==> config.mk <==
export PLATFORM = sky130hd
export DESIGN_NAME = pixel_writer
export DESIGN_NICKNAME = d
export VERILOG_FILES = /design/src/rtl/pixel_writer.sv
export SDC_FILE = /design/constraint.sdc
export NUM_CORES = 1
export LEC_CHECK = 0
export CAP_MARGIN = 20
export CELL_PAD_IN_SITES_DETAIL_PLACEMENT = 0
export CELL_PAD_IN_SITES_GLOBAL_PLACEMENT = 1
export CORE_MARGIN = 1.5
export CORE_UTILIZATION = 40
export CTS_BUF_LIST = sky130_fd_sc_hd__clkbuf_16
export DETAILED_ROUTE_END_ITERATION = 6
export MAX_ROUTING_LAYER = met4
export PLACE_DENSITY_LB_ADDON = 0.1
export SLEW_MARGIN = 20
export SYNTH_ARGS = -nofsm -noshare
export SYNTH_HDL_FRONTEND = slang
export SYNTH_SLANG_ARGS = --single-unit
==> constraint.sdc <==
create_clock -name pll_clock -period 2.14 [get_ports pll_clock]
set_input_delay 0.428 -clock pll_clock [delete_from_list [all_inputs] [get_ports pll_clock]]
set_output_delay 0.428 -clock pll_clock [all_outputs]
set_load 0.03 [all_outputs]
==> src/rtl/pixel_writer.sv <==
// ============================================================================
// pixel_writer : clips rasteriser pixels, buffers them and writes them to the
//                framebuffer over a req/ack port, pulsing done per line.
// Rev 1.0
// ============================================================================
`default_nettype none

module pixel_writer #(
  parameter int SCREEN_W   = 640,
  parameter int SCREEN_H   = 480,
  parameter int COORD_W    = 32,
  parameter int ADDR_W     = 19,
  parameter int COLOR_W    = 16,
  parameter int FIFO_DEPTH = 4
) (
  input  logic               pll_clock,
  input  logic               sys_reset,
  input  logic               pix_valid,
  output logic               pix_ready,
  input  logic [COORD_W-1:0] pix_x,
  input  logic [COORD_W-1:0] pix_y,
  input  logic [COLOR_W-1:0] pix_color,
  input  logic               pix_last,
  output logic               mem_req,
  input  logic               mem_ack,
  output logic [ADDR_W-1:0]  mem_addr,
  output logic [COLOR_W-1:0] mem_data,
  output logic [15:0]        clip_count,
  output logic               done
);

  localparam int PTR_W = $clog2(FIFO_DEPTH);
  localparam int ENT_W = ADDR_W + COLOR_W + 1;

  typedef enum logic [0:0] {
    S_IDLE = 1'b0,
    S_REQ  = 1'b1
  } state_t;

  state_t               r_state;
  logic [PTR_W-1:0]     r_wptr;
  logic [PTR_W-1:0]     r_rptr;
  logic [PTR_W:0]       r_count;
  logic [ENT_W-1:0]     r_mem [FIFO_DEPTH];
  logic                 r_req;
  logic [ADDR_W-1:0]    r_addr;
  logic [COLOR_W-1:0]   r_data;
  logic                 r_last;
  logic                 r_done;
  logic                 r_done_pending;
  logic [15:0]          r_clip_count;

  logic                 w_full;
  logic                 w_empty;
  logic                 w_oob;
  logic                 w_accept;
  logic                 w_push;
  logic                 w_clip;
  logic                 w_pop;
  logic                 w_pend_fire;
  logic [ADDR_W-1:0]    w_addr;
  logic [ADDR_W-1:0]    w_head_addr;
  logic [COLOR_W-1:0]   w_head_data;
  logic                 w_head_last;

  assign w_full    = (r_count == (PTR_W+1)'(FIFO_DEPTH));
  assign w_empty   = (r_count == '0);
  // Ready depends only on occupancy, never on mem_ack.
  assign pix_ready = sys_reset & ~w_full;

  assign w_oob    = (pix_x >= COORD_W'(SCREEN_W)) || (pix_y >= COORD_W'(SCREEN_H));
  assign w_accept = pix_valid & pix_ready;
  assign w_push   = w_accept & ~w_oob;
  assign w_clip   = w_accept & w_oob;
  assign w_pop    = (r_state == S_IDLE) & ~w_empty;

  // Low address bits depend only on low operand bits, so the product is formed at ADDR_W.
  assign w_addr = pix_y[ADDR_W-1:0] * ADDR_W'(SCREEN_W) + pix_x[ADDR_W-1:0];

  assign {w_head_addr, w_head_data, w_head_last} = r_mem[r_rptr];

  assign w_pend_fire = r_done_pending & w_empty & (r_state == S_IDLE);

  always_ff @(posedge pll_clock) begin
    if (w_push) begin
      r_mem[r_wptr] <= {w_addr, pix_color, pix_last};
    end
  end

  always_ff @(posedge pll_clock or negedge sys_reset) begin
    if (!sys_reset) begin
      r_state        <= S_IDLE;
      r_wptr         <= '0;
      r_rptr         <= '0;
      r_count        <= '0;
      r_req          <= 1'b0;
      r_addr         <= '0;
      r_data         <= '0;
      r_last         <= 1'b0;
      r_done         <= 1'b0;
      r_done_pending <= 1'b0;
      r_clip_count   <= '0;
    end else begin
      if (w_push) r_wptr <= r_wptr + 1'b1;
      if (w_pop)  r_rptr <= r_rptr + 1'b1;

      if (w_push && !w_pop) begin
        r_count <= r_count + 1'b1;
      end else if (!w_push && w_pop) begin
        r_count <= r_count - 1'b1;
      end

      if (w_clip && (r_clip_count != 16'hFFFF)) begin
        r_clip_count <= r_clip_count + 16'd1;
      end

      r_done <= 1'b0;
      case (r_state)
        S_IDLE: begin
          if (!w_empty) begin
            r_addr  <= w_head_addr;
            r_data  <= w_head_data;
            r_last  <= w_head_last;
            r_req   <= 1'b1;
            r_state <= S_REQ;
          end
        end
        S_REQ: begin
          if (mem_ack) begin
            r_req   <= 1'b0;
            r_state <= S_IDLE;
            if (r_last) r_done <= 1'b1;
          end
        end
        default: r_state <= S_IDLE;
      endcase

      // A pending pulse only fires in IDLE, so it never doubles a write-completion pulse.
      if (w_pend_fire) r_done <= 1'b1;
      r_done_pending <= (r_done_pending & ~w_pend_fire) | (w_clip & pix_last);
    end
  end

  assign mem_req    = r_req;
  assign mem_addr   = r_addr;
  assign mem_data   = r_data;
  assign clip_count = r_clip_count;
  assign done       = r_done;

endmodule

`default_nettype wire

==> run_1/density.png <==
15 x 15 tiles, from black (low) to pale yellow (high), 0 to 100% covered.
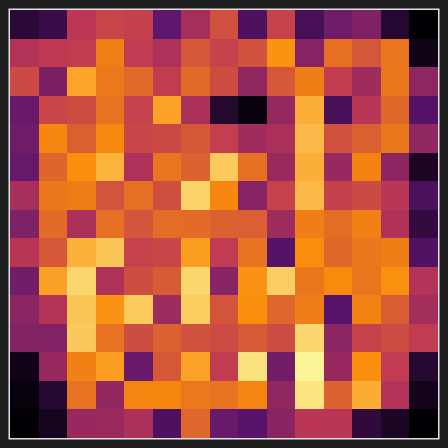
- fullest tile: 98%
- nearly empty tiles: 1.8%
- mean over tiles: 53%
- tiles over 75% full: 16%

==> run_1/registers.png <==
Other sequential cells in the stronger grey, the rest of the logic in the fainter grey.
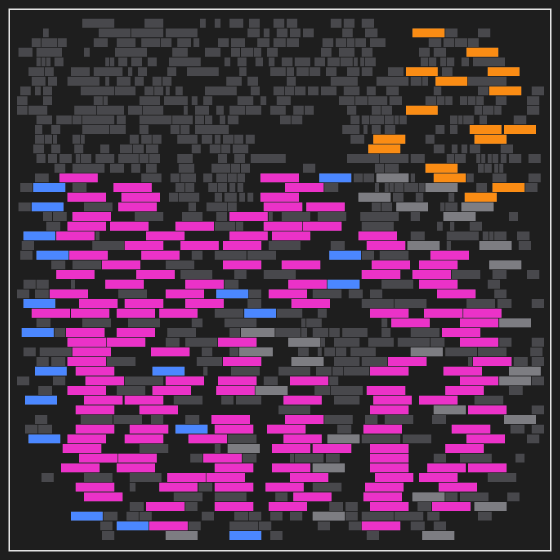
- clip_count: orange (sequential cells 16; where north-east)
- mem_addr: blue (sequential cells 19)
- r_mem: magenta (sequential cells 144)
- not coloured: 28

==> run_1/cell_classes.png <==
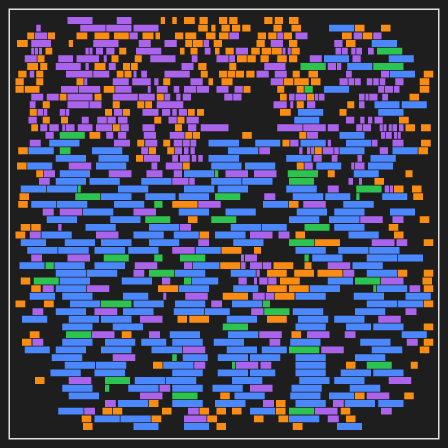
- clock drivers and dummy loads: green (cells 42)
- other buffers and delay cells: orange (cells 224)
- flops: blue (cells 207)
- all other logic: purple (cells 295)

==> run_1/final_congestion.png <==
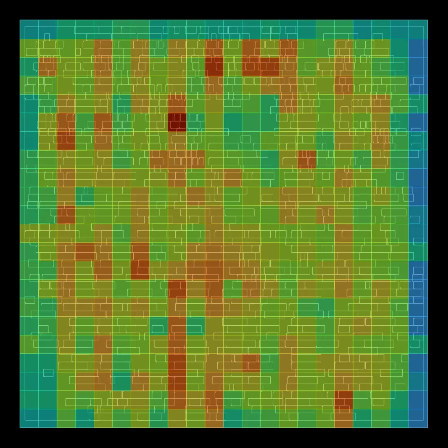
GRT Overall Usage: 16.8%
met2 Resource Use GR: 28.6%
Final Core Density: 58.0%
layer with the highest usage: met2

==> results_dict.tcl, run 1 <==
# yosys + openroad results
set metrics [dict create \
    ys_dominant_reg_cell "edfxtp_1" \
    hold_ws_ns 0.0148 \
    r2r_cells 11 \
    tritoncts "built" \
    r2r_setup_slack_ns 0.10 \
    ioPinCount 139 \
    rows 54 \
    synth_warnings 0 \
    crit_chain "clkdlybuf4s15_2 > ha_4 > ha_4 > buf_4 > nand2_1 > o21bai_4 > or4_4 > o311ai_4 > xnor2_1 > ha_2 > nand2b_1 > nor3_1 > nor3_1 > nand3_1" \
    antenna_left 0 \
    vias_per_cell 5.06 \
    final-comb-area_mm2 0.00334 \
    globalRouteOverflowTotal 0 \
    avgSynthCellArea_um2 17.2 \
    grt_max_degree 40 \
    async_flop_share_pct 30.4 \
    drive_above_1_share_pct 37.9 \
    cp.depth 14 \
    p_per_area_mw_per_mm2 1140 \
    p_int_mw 10.0 \
    clockBufferDepth 3 \
    dp_cells 994 \
    warnings 33 \
    power_mw 14.5 \
    cp_slowest_stage_delay_ns 0.43 \
    hp-class "primary input to async pin" \
    placed_area_mm2 0.0114 \
    cts_resized 160 \
    clk_pin_slew_ns 0.06 \
    fin_ws_ns -0.550 \
    relSlewSlack_pct 58.3 \
    endpoint_kind "register" \
    synth_seq_share_pct 66.5 \
    cp-endpoint "r_mem[0][34]" \
    ys_sh_xor_pct 3.85 \
    layout.nets 874 \
    routed_wl_um 19100 \
    fillCellCount 1732 \
    cts-htree-levels 1 \
    synthMuxAreaShare_pct 14.1 \
    worst-path-max-fanout 7 \
    period_needed_ns 2.69 \
    synth_cell_types 47 \
    cts_setup_buffers 8 \
    p_leak_nw 4.75 \
    ys_cells 517 \
    clock_latency_ns 0.51 \
    p_sw_mw 4.42 \
    seq_area_mm2 0.00590 \
    lay_top_cells "144 x edfxtp_1, 84 x clkdlybuf4s50_1, 67 x buf_4" \
    grt_pass1_vias 5568 \
    port_buffers 138 \
    layout_top_cell "edfxtp_1" \
    root_buffer "clkbuf_16" \
    core_area_mm2 0.0218 \
    yosys_area_mm2 0.00888 \
    critPathRequiredTime_ns 2.37 \
    critical_path_class "primary input to register" \
    place.gp.congestion 0.792 \
    dieHeight_um 152 \
    peakVddDrop_mv 0.961 \
    grt_pass1_wl_um 29900 \
    ys_sh_simple_pct 6.15 \
    chipWidth_um 152 \
    path_buffers 2 \
    arrival_ns 2.92 \
    fp-utilization_pct 40.7 \
    outcome "finished with violations" \
    drc_errors 0 \
    firstDrtPassIters 5 \
    skew_ns 0.0147 \
    finalClockPeriodUsage_pct 126 \
    hold_violations 0 \
    synthTopLogicFamily "multiplexers" \
    pwr-share-comb_pct 35.4 \
    failed_checks "setup timing" \
    critPathSlowestCell "or4_4" \
    timing.rr.start "r_count[1]" \
    dp_slack_ns -1.68 \
    antenna_cells 0 \
    fmax_ghz 0.372 \
    rsz0062_at_grt "true" \
    ys_ff 207 \
    synth_nets 640 \
    p_clk_share_pct 27.9 \
    sequentialPowerShare_pct 36.7 \
    syn-cell-area_mm2 0.00888 \
    syn_inst 517 \
    finalSetupViolCount 26 \
    reg2reg_to "r_count[2]" \
    cts_buffers 23 \
    hold_buffers 0 \
    ys_sh_adder_pct 5.61 \
    stdcell_area_mm2 0.0127 \
    area_delta_synth_final_pct 42.6 \
    avgRoutedWirePerCell_um 18.2 \
]
run 1: sequential cells by signal (all words and copies together), names as in the netlist, 2 cells and up:
register and count:
r_rptr 2, clip_count 16, r_count 3, r_mem 144
r_wptr 2, mem_addr 19, mem_data 16
run 1: cell type report:
class / count / area share, %
Clock inverter: 19 / 1.70
Timing Repair Buffer: 224 / 17.5
Tap cell: 280 / 2.77
Sequential cell: 207 / 46.6
Inverter: 16 / 0.475
Multi-Input combinational cell: 279 / 26.4
Clock buffer: 23 / 4.55
run 1: worst min-delay path by stage:
stage,end,slack (ns),depth (start not counted)
5_1_grt,mem_data[7],0.04,2
2_1_floorplan,clip_count[0],0.13,0
4_1_cts,mem_data[7],0.03,2
3_5_place_dp,clip_count[5],0.49,1
3_3_place_gp,clip_count[10],0.48,1
6_report,mem_data[7],0.01,2
run 1: metal layers:
metal	up-vias	routed length (µm)	global-route usage (%)	share of wire (%)
li1	2485	-	-	-
met1	2683	8230	21.1	43
met2	109	9850	28.6	52
met4	0	368	4.07	1.9
met5	-	0	-	0
met3	29	640	2.51	3.4
run 1: power by group through the flow:
stage	clock network (mW)	registers, mW	logic [mW]
after floorplan	0	6.09	2.29
after global placement	0	5.39	4.94
after detailed placement	0	5.40	5.01
after CTS	4.14	5.33	5.17
after global routing	4.30	5.40	5.48
final	4.03	5.32	5.12
run 1: Yosys cell counts, drive strengths merged, types with 9 or more instances:
library cell  count  area, µm²
a21oi             9       48.8
and3              9       56.3
buf              11       53.8
dfrtp            63       1580
edfxtp          144       4320
ha               35        438
inv              16       60.1
mux2             39        439
mux4             36        811
nand2            13       48.8
nand3             9       45.0
nand4            14       87.6
nor2             10       40.0
nor4             12       81.3
xnor2            31        272
==> inputs of run 2 (changes only) <==
- GPL_TIMING_DRIVEN: default -> 0
==> run_2/density.png <==
15 x 15 tiles, from black (low) to pale yellow (high), 0 to 100% covered.
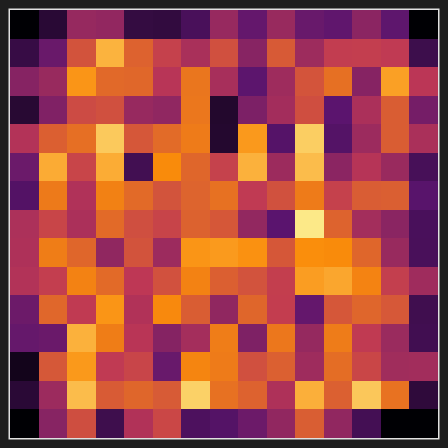
- tiles over 75% full: 11%
- nearly empty tiles: 2.2%
- fullest tile: 95%
- mean over tiles: 50%
- densest ninth of the die: centre

==> run_2/registers.png <==
Other sequential cells in the stronger grey, the rest of the logic in the fainter grey.
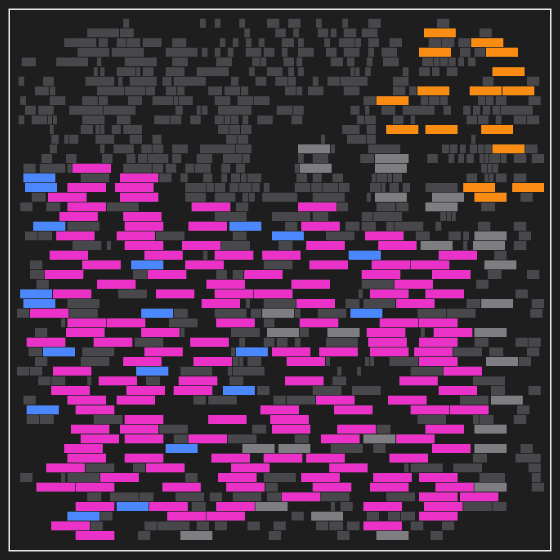
- r_mem: magenta (sequential cells 144)
- mem_addr: blue (sequential cells 19)
- clip_count: orange (sequential cells 16; where north-east)

==> run 2 against run 1 <==
Compared with the run above:
- the run still ends with setup timing left
- clock skew down 0.010 ns
- critical path depth unchanged
- clock-buffer cell count unchanged
- via count down 2.5%
- cell count down 4.6%
- die size unchanged
- critical endpoint is now r_mem[2][34]
- highest routed layer unchanged
==> results_dict.tcl, run 2 <==
# yosys + openroad results
set metrics [dict create \
    outcome "finished with violations" \
    failed_checks "setup timing" \
    clock_latency_ns 0.49 \
    clk_pin_slew_ns 0.06 \
    dieHeight_um 152 \
    tapCellCount 280 \
    port_buffers 138 \
    hp-class "primary input to register" \
    fp-utilization_pct 40.7 \
    period_needed_ns 2.78 \
    ys_sh_simple_pct 6.15 \
    n_all_buffers 175 \
    globalRouteOverflowTotal 0 \
    buffer_area_share_pct 12.8 \
    synth_seq_share_pct 66.5 \
    power_mw 13.7 \
    grt_antenna_before_repair 0 \
    yosys_area_mm2 0.00888 \
    comb-cell-share_pct 28.2 \
    tritoncts "built" \
    ioPinCount 139 \
    critPathRequiredTime_ns 2.34 \
    fin_ws_ns -0.635 \
    critical_path_class "primary input to register" \
    root_buffer "clkbuf_16" \
    common_cells "144 x edfxtp_1, 63 x dfrtp_1, 39 x mux2_2" \
    warnings 33 \
    chipWidth_um 152 \
    highest_layer "met4" \
    finalClockPeriodUsage_pct 130 \
    rsz0062_at_grt "true" \
    final-comb-area_mm2 0.00334 \
    netlist.area_leader.share_pct 48.7 \
    synth_cell_types 47 \
    fmax_ghz 0.360 \
    grt_pass1_wl_um 31000 \
    n_clock_buffer 23 \
    layout_top_cell "edfxtp_1" \
    yosysTopAreaCell "edfxtp_1" \
    rows 54 \
    p_leak_nw 4.39 \
    arrival_ns 2.98 \
    worst-path-max-fanout 7 \
    logic_gates 283 \
    synthTopLogicFamily "multiplexers" \
    skew_ns 0.00469 \
    syn-cell-area_mm2 0.00888 \
    drive_above_1_share_pct 34.0 \
    peakVddDrop_mv 0.687 \
    area_leaders "edfxtp_1 49%, dfrtp_1 18%, mux4_2 9.1%, mux2_2 4.9%, ha_1 4.9%" \
    grt_max_degree 34 \
    seq_area_share_pct 49.8 \
    final_util_pct 54.3 \
    flop-count 207 \
    place.gp.congestion 0.745 \
    hold_ws_ns 0.413 \
    finalSetupViolCount 24 \
    n_all_inverters 16 \
    clockBufferDepth 3 \
    stdcell_area_mm2 0.0118 \
    ys_ff 207 \
    dr_wl_met2_um 9830 \
    dp_slack_ns -1.74 \
    placed_area_mm2 0.0108 \
    ys_cells 517 \
    synth_warnings 0 \
    core_area_mm2 0.0218 \
    routed_wl_um 19500 \
    ys_sh_xor_pct 3.85 \
    synthMuxAreaShare_pct 14.1 \
    relSlewSlack_pct 52.0 \
    largestClassByArea "sequential cells" \
    seq_area_mm2 0.00590 \
    cts_buffers 23 \
    async_flop_share_pct 30.4 \
    m1WireLength_um 8710 \
    endpoint_kind "register" \
    p_per_area_mw_per_mm2 1160 \
    area_delta_synth_final_pct 33.4 \
    ys_sh_adder_pct 5.61 \
    fillCellCount 1816 \
    routed-wl-met3_um 700 \
    antenna_left 0 \
    cts-htree-levels 1 \
    layout.nets 829 \
]
-- run 2: cell types whose count changed in the layout (fill, tap and decap cells not counted), sizes merged --
cell,delta
clkbuf,+17
clkdlybuf4s15,-1
buf,-44
clkinvlp,-2
dlymetal6s2s,+2
bufinv,-3
dlygate4sd3,+1
clkdlybuf4s50,-4
clkinv,+1
and2,+4
inv,+1
dlygate4sd2,-20
-- run 2: where the power goes --
group          internal (mW)  switching (mW)  total (mW)
Sequential              4.92           0.341        5.27
Combinational           2.46            2.51        4.97
Clock                   2.05            1.45        3.50
-- run 2: path summary, 6_finish.rpt --
| check | startpoint | end | slack [ns] | depth (start not counted) |
|---|---|---|---|---|
| max in group asynchronous | sys_reset | mem_addr[11] | 1.31 | 3 |
| min | pix_x[7] | r_mem[3][24] | 0.41 | 2 |
| max | pix_y[2] | r_mem[2][34] | -0.64 | 14 |
| min in group asynchronous | sys_reset | mem_data[7] | 0.62 | 3 |
| max reg2reg | r_count[0] | r_count[2] | 0.10 | 10 |
| min reg2reg | clip_count[15] | clip_count[15] | 0.49 | 1 |
-- run 2: timing repair --
action	in CTS	in global routing
buffers inserted	14	5
pin swaps	48	27
hold buffers	2	0
cloned	4	0
endpoints found under the hold margin	33	0
setup endpoints to repair	180	175
gates resized	180	51
-- run 2: metal layers --
metal	track usage (%)	up-vias
met3	2.62	17
met5	-	-
li1	-	2393
met2	29.4	102
met1	23.2	2661
met4	3.19	0
-- run 2: critical path, stage by stage --
cell	delay (ns)
buf_8	0.10
ha_4	0.27
ha_4	0.18
a21o_1	0.17
a21oi_2	0.19
o21bai_2	0.08
or4_4	0.43
o311ai_4	0.08
xnor2_1	0.16
ha_2	0.33
nand2b_1	0.11
o21ai_1	0.07
nor3_1	0.19
nand3_1	0.18
==> inputs of run 3 (changes only) <==
- clock period: 2.14 -> 2.8 ns (I/O delays scaled with it)
==> run_3/cell_classes.png <==
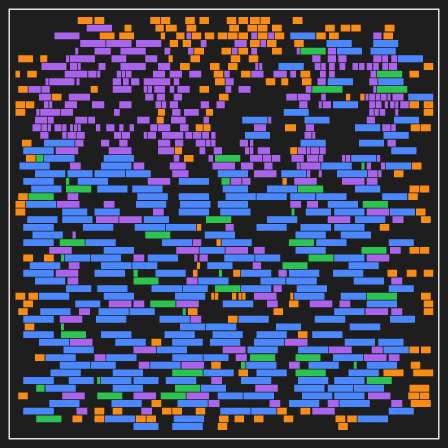
- clock drivers and dummy loads: green (cells 44)
- flops: blue (cells 207)
- other buffers and delay cells: orange (cells 169)
- all other logic: purple (cells 299)

==> run_3/density.png <==
15 x 15 tiles, from black (low) to pale yellow (high), 0 to 100% covered.
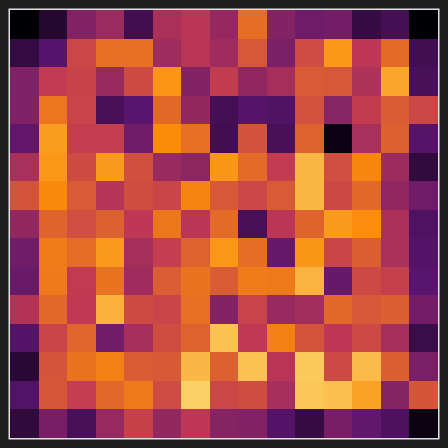
- fullest tile: 90%
- nearly empty tiles: 0.90%
- tiles over 75% full: 11%
- mean over tiles: 50%

==> run 3 against run 2 <==
Compared with the run above:
- hold slack worse by 0.34 ns
- area after synthesis unchanged
- combinational power down 27%
- synthesized cell count unchanged
- the flow still finishes with violations (setup timing)
- clock skew up 0.0076 ns
- routed wire length down 1.4%
- critical endpoint is now r_mem[1][34]
- clock power down 6.9%
- critical path type unchanged
- cell area up 0.86%
==> results_dict.tcl, run 3 <==
# yosys + openroad results
set metrics [dict create \
    warnings 33 \
    largest_reg_flops 144 \
    maxPowerGroup "sequential cells" \
    area_delta_synth_final_pct 34.5 \
    place.gp.congestion 0.803 \
    synth_nets 640 \
    grt_pass1_vias 5489 \
    grt_pass1_wl_um 29900 \
    chipWidth_um 152 \
    p_seq_mw 4.04 \
    routed-wl-met3_um 683 \
    hold_ws_ns 0.0679 \
    cts-htree-levels 1 \
    skew_ns 0.0122 \
    failed_checks "setup timing" \
    r2r_setup_slack_ns 0.41 \
    ys_dominant_reg_cell "edfxtp_1" \
    m1WireLength_um 8270 \
    dr_wl_met2_um 9950 \
    period_needed_ns 2.83 \
    stdcell_area_mm2 0.0119 \
    p_sw_mw 3.30 \
    avgSynthCellArea_um2 17.2 \
    arrival_ns 3.05 \
    grt_use_met3_pct 2.71 \
    power_mw 10.9 \
    synth_seq_share_pct 66.5 \
    startpoint "pix_y[2]" \
    cts_buffers 24 \
    dp_slack_ns -1.21 \
    grt_antenna_before_repair 0 \
    root_buffer "clkbuf_16" \
    ys_cells 517 \
    port_buffers 138 \
    dieHeight_um 152 \
    routed_wl_um 19200 \
    endpoint_kind "register" \
    outcome "finished with violations" \
    reg2reg_to "r_count[1]" \
    drive_above_1_share_pct 26.1 \
    rows 54 \
    synth_warnings 0 \
    lay_top_cells "144 x edfxtp_1, 124 x clkdlybuf4s50_1, 63 x dfrtp_1" \
    globalRouteOverflowTotal 0 \
    core_area_mm2 0.0218 \
    p_clk_share_pct 29.8 \
    syn-cell-area_mm2 0.00888 \
    use_met2_pct 29.0 \
    yosysTopAreaCell "edfxtp_1" \
    fin_ws_ns -0.0337 \
    finalSetupViolCount 4 \
    pwr-share-comb_pct 33.2 \
    final_util_pct 54.7 \
    clk_pin_slew_ns 0.06 \
    layout_top_cell "edfxtp_1" \
    tritoncts "built" \
    hp-class "primary input to async pin" \
    switching_share_pct 30.1 \
    firstDrtPassIters 4 \
    fmax_ghz 0.353 \
    clock_latency_ns 0.51 \
    dp_cells 936 \
    highest_layer "met4" \
    finalClockPeriodUsage_pct 101 \
    async_flop_share_pct 30.4 \
    rsz0062_at_grt "true" \
    avgRoutedWirePerCell_um 19.3 \
    drc_errors 0 \
    yosys_area_mm2 0.00888 \
    grt_usage_pct 17.0 \
    synth_cell_types 47 \
    busiest_layer "met2" \
    fp-utilization_pct 40.7 \
]
## run 3: cell types whose count changed in the layout (fill, tap and decap cells not counted), sizes merged, moves of 4 or more
cell / before / now
bufinv: 1 / 5
clkdlybuf4s15: 8 / 1
clkbuf: 44 / 30
dlygate4sd2: 9 / 5
buf: 54 / 33
clkdlybuf4s50: 80 / 124
## run 3: cells by family after synthesis
group           after synthesis  synth area share (%)
fa+ha+maj                    38                  5.61
simple gates                 96                  6.15
mux                          75                  14.1
flops                       207                  66.5
xor+xnor                     39                  3.85
compound gates               31                  2.38
buf+inv                      31                  1.45
## run 3: worst max path at each step
stage              endpoint  slack (ns)
2_1_floorplan  r_mem[0][34]       -0.40
3_3_place_gp   r_mem[0][17]       -3.00
3_5_place_dp   r_mem[2][34]       -1.21
4_1_cts        r_mem[0][34]       -0.02
5_1_grt          r_count[2]       -0.17
6_report       r_mem[1][34]       -0.03
## run 3: cell type report
type	instances	area, µm²
fill	1799	9880
sequential	207	5900
inverter	16	60.1
clock buffer	25	626
timing repair buffer	154	1560
tap	280	350
clock inverter	19	219
buffer	15	76.3
multi-input combinational	283	3150
## run 3: worst max-delay path, cell delays in order
cell and delay [ns]:
buf_8 0.11, ha_4 0.27, ha_4 0.18, a21o_1 0.18, a21oi_4 0.18, o21bai_4 0.07, or4_4 0.43, o311ai_4 0.08
xnor2_1 0.16, ha_2 0.33, nand2b_1 0.11, nor3_1 0.05, nor3_1 0.17, nand3_1 0.17
## run 3: what timing repair did
| item | in CTS | in global routing |
|---|---|---|
| gates cloned | 0 | 4 |
| buffers inserted | 8 | 3 |
| hold buffers | 4 | 0 |
| endpoints found under the hold margin | 26 | 0 |
| pin swaps | 23 | 12 |
| gates resized | 65 | 23 |
| endpoints found under the setup margin | 175 | 158 |
Power and IR drop assume default switching activity.
